**config.mk**
```make
export PLATFORM = sky130hd
export DESIGN_NAME = ras_ctrl
export DESIGN_NICKNAME = d
export VERILOG_FILES = /design/src/rtl/ras_pkg.sv /design/src/rtl/ras_pred_queue.sv /design/src/rtl/ras_ctrl.sv
export SDC_FILE = /design/constraint.sdc
export NUM_CORES = 1
export LEC_CHECK = 0
export ABC_AREA = 0
export CORE_MARGIN = 2
export CORE_UTILIZATION = 50
export CTS_BUF_LIST = sky130_fd_sc_hd__clkbuf_4 sky130_fd_sc_hd__clkbuf_8 sky130_fd_sc_hd__clkbuf_16
export CTS_CLUSTER_DIAMETER = 120
export DETAILED_ROUTE_END_ITERATION = 12
export PLACE_DENSITY = 0.86
export SLEW_MARGIN = 10
export SYNTH_ARGS = -nofsm -noshare
export SYNTH_HDL_FRONTEND = slang
export SYNTH_HIERARCHICAL = 1
export SYNTH_SLANG_ARGS = --single-unit
```
**constraint.sdc**
```tcl
create_clock -name clk -period 13.68 [get_ports clk]
set_input_delay 2.052 -clock clk [delete_from_list [all_inputs] [get_ports clk]]
set_output_delay 2.052 -clock clk [all_outputs]
set_load 0.005 [all_outputs]
```
**src/rtl/ras_pkg.sv**
```systemverilog
// Shared constants, control-flow classification and RV32I link-hint decode
// for the return-address-stack controller.
package ras_pkg;

  localparam logic [6:0] OPC_JAL  = 7'b1101111;
  localparam logic [6:0] OPC_JALR = 7'b1100111;
  localparam logic [4:0] LINK_X1  = 5'd1;
  localparam logic [4:0] LINK_X5  = 5'd5;

  typedef enum logic [1:0] {
    CF_NONE,
    CF_PUSH,
    CF_POP,
    CF_POPPUSH
  } cf_kind_t;

  function automatic logic is_link(input logic [4:0] rd);
    return (rd == LINK_X1) || (rd == LINK_X5);
  endfunction

  // JALR with both rd and rs1 as link registers is a coroutine swap only when
  // they differ; identical registers are treated as a plain call.
  function automatic cf_kind_t decode_cf(input logic [31:0] instr);
    logic [4:0] rd;
    logic [4:0] rs1;
    cf_kind_t   kind;
    rd   = instr[11:7];
    rs1  = instr[19:15];
    kind = CF_NONE;
    if (instr[6:0] == OPC_JAL) begin
      if (is_link(rd)) kind = CF_PUSH;
    end else if (instr[6:0] == OPC_JALR) begin
      case ({is_link(rd), is_link(rs1)})
        2'b10:   kind = CF_PUSH;
        2'b01:   kind = CF_POP;
        2'b11:   kind = (rd == rs1) ? CF_PUSH : CF_POPPUSH;
        default: kind = CF_NONE;
      endcase
    end
    return kind;
  endfunction

endpackage

```
**src/rtl/ras_pred_queue.sv**
```systemverilog
// In-order FIFO of outstanding return predictions; clear dominates push/pop.
module ras_pred_queue #(
  parameter int DW    = 32,
  parameter int DEPTH = 4
) (
  input  logic          clk,
  input  logic          rst,
  input  logic          push_i,
  input  logic [DW-1:0] push_data_i,
  input  logic          pop_i,
  input  logic          clear_i,
  output logic          full_o,
  output logic          empty_o,
  output logic [DW-1:0] head_o
);

  localparam int AW = $clog2(DEPTH);

  logic [DW-1:0] mem_q [DEPTH];
  logic [AW-1:0] wr_ptr_q, wr_ptr_d;
  logic [AW-1:0] rd_ptr_q, rd_ptr_d;
  logic [AW:0]   count_q, count_d;
  logic          push_ok;
  logic          pop_ok;

  assign full_o  = (count_q == (AW+1)'(DEPTH));
  assign empty_o = (count_q == '0);
  assign head_o  = mem_q[rd_ptr_q];
  assign push_ok = push_i & ~full_o;
  assign pop_ok  = pop_i & ~empty_o;

  always_comb begin
    wr_ptr_d = wr_ptr_q;
    rd_ptr_d = rd_ptr_q;
    count_d  = count_q;
    if (clear_i) begin
      wr_ptr_d = '0;
      rd_ptr_d = '0;
      count_d  = '0;
    end else begin
      if (push_ok) wr_ptr_d = wr_ptr_q + 1'b1;
      if (pop_ok)  rd_ptr_d = rd_ptr_q + 1'b1;
      case ({push_ok, pop_ok})
        2'b10:   count_d = count_q + 1'b1;
        2'b01:   count_d = count_q - 1'b1;
        default: count_d = count_q;
      endcase
    end
  end

  always_ff @(posedge clk) begin
    if (rst) begin
      wr_ptr_q <= '0;
      rd_ptr_q <= '0;
      count_q  <= '0;
    end else begin
      wr_ptr_q <= wr_ptr_d;
      rd_ptr_q <= rd_ptr_d;
      count_q  <= count_d;
    end
  end

  // Data storage carries no reset so it can map onto distributed RAM.
  always_ff @(posedge clk) begin
    if (push_ok && !clear_i) mem_q[wr_ptr_q] <= push_data_i;
  end

endmodule

```
**src/rtl/ras_ctrl.sv**
```systemverilog
// Return-address-stack controller: decodes call/return hints from fetch, drives
// the stack push/pop port and checks predicted returns against execute.
module ras_ctrl
  import ras_pkg::*;
#(
  parameter int DW   = 32,
  parameter int QDPT = 4,
  parameter int CNTW = 16
) (
  input  logic            clk,
  input  logic            rst,
  input  logic            i_fetch_valid,
  output logic            o_fetch_ready,
  input  logic [DW-1:0]   i_fetch_pc,
  input  logic [31:0]     i_fetch_instr,
  output logic            o_push_en,
  output logic [DW-1:0]   o_push_data,
  input  logic            i_full,
  output logic            o_pop_en,
  input  logic [DW-1:0]   i_pop_data,
  input  logic            i_empty,
  output logic            o_pred_valid,
  output logic [DW-1:0]   o_pred_target,
  input  logic            i_rslv_valid,
  input  logic [DW-1:0]   i_rslv_target,
  input  logic            i_flush,
  output logic            o_mispred,
  output logic [DW-1:0]   o_mispred_target,
  output logic [CNTW-1:0] o_hit_cnt,
  output logic [CNTW-1:0] o_miss_cnt
);

  cf_kind_t      kind;
  logic          acc;
  logic          q_full;
  logic          q_empty;
  logic [DW-1:0] q_head;
  logic          rslv_act;
  logic          hit;
  logic          miss;

  logic            pred_valid_q, pred_valid_d;
  logic [DW-1:0]   pred_target_q, pred_target_d;
  logic            mispred_q, mispred_d;
  logic [DW-1:0]   mispred_target_q, mispred_target_d;
  logic [CNTW-1:0] hit_cnt_q, hit_cnt_d;
  logic [CNTW-1:0] miss_cnt_q, miss_cnt_d;

  // Stack overflow handling belongs to the stack itself; the flag is not needed here.
  logic unused_full;
  assign unused_full = i_full;

  assign kind          = decode_cf(i_fetch_instr);
  assign o_fetch_ready = ~q_full;
  assign acc           = i_fetch_valid & ~q_full & ~i_flush & ~rst;

  assign o_push_en   = acc & ((kind == CF_PUSH) | (kind == CF_POPPUSH));
  assign o_push_data = i_fetch_pc + DW'(4);
  assign o_pop_en    = acc & ((kind == CF_POP) | (kind == CF_POPPUSH)) & ~i_empty;

  // A flush discards any same-cycle resolve outright.
  assign rslv_act = i_rslv_valid & ~q_empty & ~i_flush & ~rst;
  assign hit      = rslv_act & (q_head == i_rslv_target);
  assign miss     = rslv_act & (q_head != i_rslv_target);

  ras_pred_queue #(
    .DW    (DW),
    .DEPTH (QDPT)
  ) u_queue (
    .clk         (clk),
    .rst         (rst),
    .push_i      (o_pop_en),
    .push_data_i (i_pop_data),
    .pop_i       (rslv_act),
    .clear_i     (i_flush | miss),
    .full_o      (q_full),
    .empty_o     (q_empty),
    .head_o      (q_head)
  );

  always_comb begin
    pred_valid_d     = o_pop_en;
    pred_target_d    = o_pop_en ? i_pop_data : pred_target_q;
    mispred_d        = miss;
    mispred_target_d = miss ? i_rslv_target : mispred_target_q;
    hit_cnt_d        = hit_cnt_q;
    miss_cnt_d       = miss_cnt_q;
    if (hit && (hit_cnt_q != '1))   hit_cnt_d  = hit_cnt_q + CNTW'(1);
    if (miss && (miss_cnt_q != '1)) miss_cnt_d = miss_cnt_q + CNTW'(1);
  end

  always_ff @(posedge clk) begin
    if (rst) begin
      pred_valid_q     <= 1'b0;
      pred_target_q    <= '0;
      mispred_q        <= 1'b0;
      mispred_target_q <= '0;
      hit_cnt_q        <= '0;
      miss_cnt_q       <= '0;
    end else begin
      pred_valid_q     <= pred_valid_d;
      pred_target_q    <= pred_target_d;
      mispred_q        <= mispred_d;
      mispred_target_q <= mispred_target_d;
      hit_cnt_q        <= hit_cnt_d;
      miss_cnt_q       <= miss_cnt_d;
    end
  end

  assign o_pred_valid     = pred_valid_q;
  assign o_pred_target    = pred_target_q;
  assign o_mispred        = mispred_q;
  assign o_mispred_target = mispred_target_q;
  assign o_hit_cnt        = hit_cnt_q;
  assign o_miss_cnt       = miss_cnt_q;

endmodule

```
Run 1, clock nets:
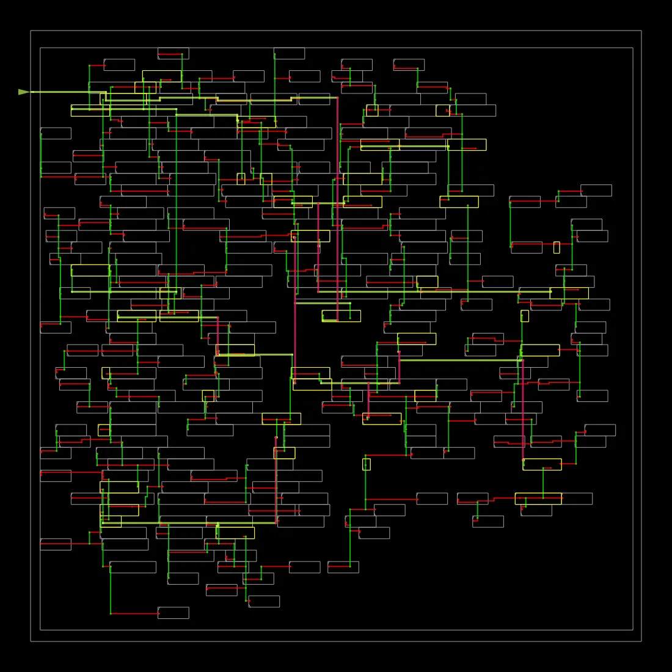
layout clock buffer count: 36
clk sinks: 235
Setup Skew: 0.0177 ns
FFs & Latches: 235

Run 1, I/O nets highlighted:
Scale: 2 px per um.
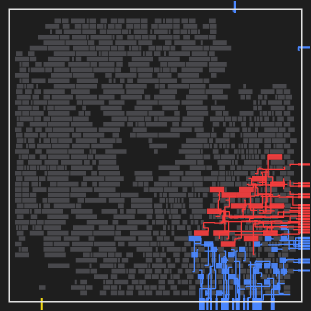
legend:
  red:
    port: o_miss_cnt
    bits: 16
    direction: output
    end_cells: 16
    buffers: 16
    wire: 772 um
  blue:
    port: o_push_data
    bits: 32
    direction: output
    end_cells: 30
    buffers: 30
    wire: 622 um
  yellow:
    port: i_full
    bits: 1
    direction: input
    end_cells: 0
    buffers: 0

==> results.sh, run 1 <==
# flow metrics
export IMPL_status="completed"
export IMPL_p_int_uw=1210
export IMPL_grt_use_met1_pct=27.4
export IMPL_route_detailed_drc=0
export IMPL_leakage_uw=0.00432
export IMPL_pg_seq_uw=743
export IMPL_yosysUniqueCellTypes=51
export IMPL_first_pass_iters=5
export IMPL_syn_inst=760
export IMPL_place_area_um2=12600
export IMPL_synthSimpleGateAreaFrac_pct=11.5
export IMPL_path_max_fanout=37
export IMPL_cts_hold_buffers=0
export IMPL_rr_worst_depth=9
export IMPL_cp_endpoint="o_pop_en"
export IMPL_core_um2=19600
export IMPL_area_leaders="edfxtp_1, dfxtp_1, mux4_2"
export IMPL_min_path_type="reg2reg"
export IMPL_top_register="u_queue/mem_q"
export IMPL_dp_hpwl_um=16300
export IMPL_met1_length_um=9680
export IMPL_ys_chip_area_um2=10000
export IMPL_dp_cells=1244
export IMPL_cpMostUsedCell="clkdlybuf4s50_1"
export IMPL_mux_area_share_pct=14.1
export IMPL_cellPowerDensity_nw_per_um2=112
export IMPL_port_buffers=247
export IMPL_initCoreUtil_pct=51.1
export IMPL_post_synth_top_count_cell="edfxtp_1"
export IMPL_h_tree_depth=1
export IMPL_ff_type="edfxtp_1"
export IMPL_syn_num_nets=904
export IMPL_rr_endpoint="u_queue/mem_q[3][15]$_DFFE_PP_"
export IMPL_slew_headroom_pct=24.0
export IMPL_buffers_excl_clock=257
export IMPL_critPathLaunchType="primary input"
export IMPL_antenna_found_initial=0
export IMPL_critPathSlowestCell="or4b_2"
export IMPL_pre_cts_slack_ns=6.86
export IMPL_powerComb_uw=76.5
export IMPL_synth_adder_area_share_pct=1.20
export IMPL_clk_share_pct=6.34
export IMPL_sequentialPowerShare_pct=49.2
export IMPL_largest_class="flip-flops and latches"
export IMPL_root_buffer="clkbuf_16"
export IMPL_routed_wl_um=24100
export IMPL_fp_row_count=51
export IMPL_area_growth_syn_to_layout_pct=34.8
Run 1, signal wires on met2:
Scale: 2 px per um.
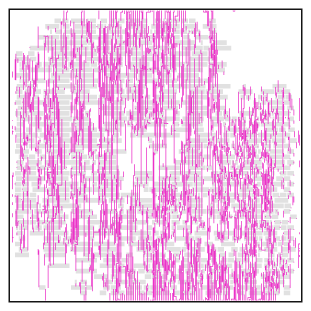
longest straight run: 70.0 um
main direction: vertical
wire length on this layer: 12300 um
nets with wire on the layer: 1015

Run 1, signal wires by layer:
Scale: 4 px per um. Only two layers are drawn.
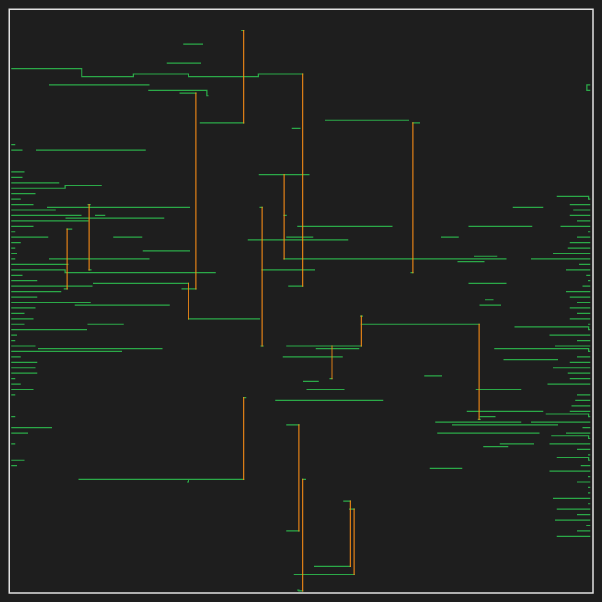
legend:
  green:
    layer: metal 3
    wire_length: 1670 um
  orange:
    layer: metal 4
    wire_length: 405 um

## Run 2: what changed since run 1
--- a/config.mk
+++ b/config.mk
@@ -7,11 +7,11 @@
 export LEC_CHECK = 0
 export ABC_AREA = 0
 export CORE_MARGIN = 2
-export CORE_UTILIZATION = 50
+export CORE_UTILIZATION = 44
 export CTS_BUF_LIST = sky130_fd_sc_hd__clkbuf_4 sky130_fd_sc_hd__clkbuf_8 sky130_fd_sc_hd__clkbuf_16
 export CTS_CLUSTER_DIAMETER = 120
 export DETAILED_ROUTE_END_ITERATION = 12
-export PLACE_DENSITY = 0.86
+export PLACE_DENSITY = 0.81
 export SLEW_MARGIN = 10
 export SYNTH_ARGS = -nofsm -noshare
 export SYNTH_HDL_FRONTEND = slang
==> constraint.sdc (replaced) <==
create_clock -name clk -period 5.9 [get_ports clk]
set_input_delay 0.885 -clock clk [delete_from_list [all_inputs] [get_ports clk]]
set_output_delay 0.885 -clock clk [all_outputs]
set_load 0.005 [all_outputs]
==> run 2 against run 1 <==
Clock skew shrank 0.0051 ns. Non-clock buffer count grew 1. Die size grew 13%. Cell count grew 1.8%. Register-to-register slack lost 7.2 ns.
==> results.sh, run 2 <==
# flow metrics
export IMPL_comb_area_share_pct=27.4
export IMPL_cts_hold_buffers=0
export IMPL_ys_cells=760
export IMPL_largest_class="flip-flops and latches"
export IMPL_design_area_um2=13500
export IMPL_p_clk_uw=1540
export IMPL_routed_wl_um=23900
export IMPL_cts_buffers=25
export IMPL_port_buffers=247
export IMPL_p_sw_share_pct=20.5
export IMPL_post_synth_top_count_cell="edfxtp_1"
export IMPL_ff_count=235
export IMPL_h_tree_depth=1
export IMPL_cp_top_family="buffers and inverters"
export IMPL_cts_num_sinks=235
export IMPL_rr_worst_depth=8
export IMPL_wl_per_cell_um=18.2
export IMPL_nets=1151
export IMPL_met1_length_um=9900
export IMPL_tritoncts="built"
export IMPL_fin_skew_ns=0.0126
export IMPL_ys_chip_area_um2=10000
export IMPL_min_path_type="reg2reg"
export IMPL_seq_area_frac_synth_pct=59.8
export IMPL_comb_area_um2=3700
export IMPL_combPwrFrac_pct=5.1
export IMPL_dp_cells=1265
export IMPL_syn_num_nets=904
export IMPL_dieWidth_um=155
export IMPL_path_max_fanout=18
export IMPL_top_cell_area_share_pct=38.4
export IMPL_mux_area_share_pct=14.1
export IMPL_min_period_ns=4.53
export IMPL_synthArstFlopShare_pct=0
export IMPL_synthXorXnorAreaFrac_pct=5.60
export IMPL_root_buffer="clkbuf_16"
export IMPL_hold_violations=0
export IMPL_cp_endpoint="o_pop_en"
export IMPL_clkbuf_count=30
export IMPL_status="completed"
export IMPL_core_um2=22500
export IMPL_cp_required_ns=5.02
export IMPL_top_register="u_queue/mem_q"
export IMPL_syn_inst=760
export IMPL_leakage_uw=0.00430
export IMPL_slew_headroom_pct=36.9
export IMPL_pre_cts_slack_ns=1.36
export IMPL_tightestPinTransition_ns=0.944
export IMPL_buffers_excl_clock=258
export IMPL_cp_end_kind="output pin"
export IMPL_powerComb_uw=177
export IMPL_vdd_drop_max_v=0.000211
export IMPL_rr_endpoint="o_hit_cnt[14]$_SDFFE_PP0P_"
export IMPL_grt_use_met1_pct=25.6
export IMPL_cp_depth=7
export IMPL_p_int_uw=2730
export IMPL_sequentialPowerShare_pct=50.1
export IMPL_synth_adder_area_share_pct=1.20
export IMPL_power_total_uw=3440
export IMPL_cpMostUsedCell="clkdlybuf4s50_1"
export IMPL_setup_viol=0
export IMPL_critical_path_buf_inv_count=3
export IMPL_first_pass_iters=5
export IMPL_clk_share_pct=6.06
export IMPL_synthSimpleGateAreaFrac_pct=11.5
export IMPL_critPathLaunchType="primary input"
export IMPL_antenna_found_initial=0
export IMPL_initCoreUtil_pct=44.5
export IMPL_fp_row_count=55
export IMPL_dp_hpwl_um=16300
export IMPL_pg_seq_uw=1720
export IMPL_critPathSlowestCell="or4b_2"
export IMPL_die_h_um=155
export IMPL_cellPowerDensity_nw_per_um2=255
export IMPL_ff_type="edfxtp_1"
export IMPL_timing_final_ws_setup_ns=1.37
export IMPL_wl_met2_um=11900
export IMPL_place_area_um2=12700
export IMPL_route_detailed_drc=0
export IMPL_area_growth_syn_to_layout_pct=34.7
export IMPL_yosysUniqueCellTypes=51
export IMPL_drv_slew=0
export IMPL_rsz0062_at_grt="no"
export IMPL_cts_resized=0
export IMPL_area_leaders="edfxtp_1, dfxtp_1, mux4_2"
Run 2, signal wires on met2:
Scale: 2 px per um.
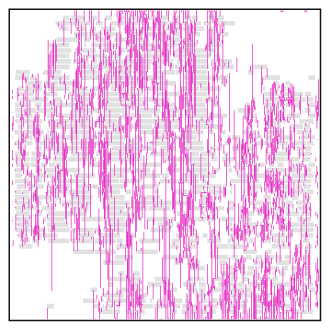
nets with wire on the layer: 999
longest straight run: 70.7 um
wire length on this layer: 11900 um
share of all routed wire: 50%

Run 2, I/O nets highlighted:
Scale: 2 px per um.
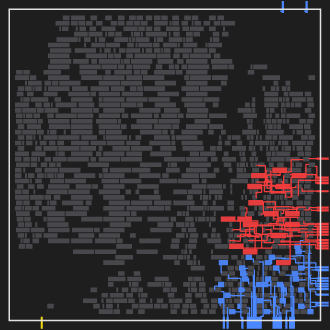
legend:
  yellow:
    port: i_full
    bits: 1
    direction: input
    end_cells: 0
    buffers: 0
  blue:
    port: o_push_data
    bits: 32
    direction: output
    end_cells: 30
    buffers: 30
    wire: 571 um
  red:
    port: o_miss_cnt
    bits: 16
    direction: output
    end_cells: 16
    buffers: 16
    wire: 767 um

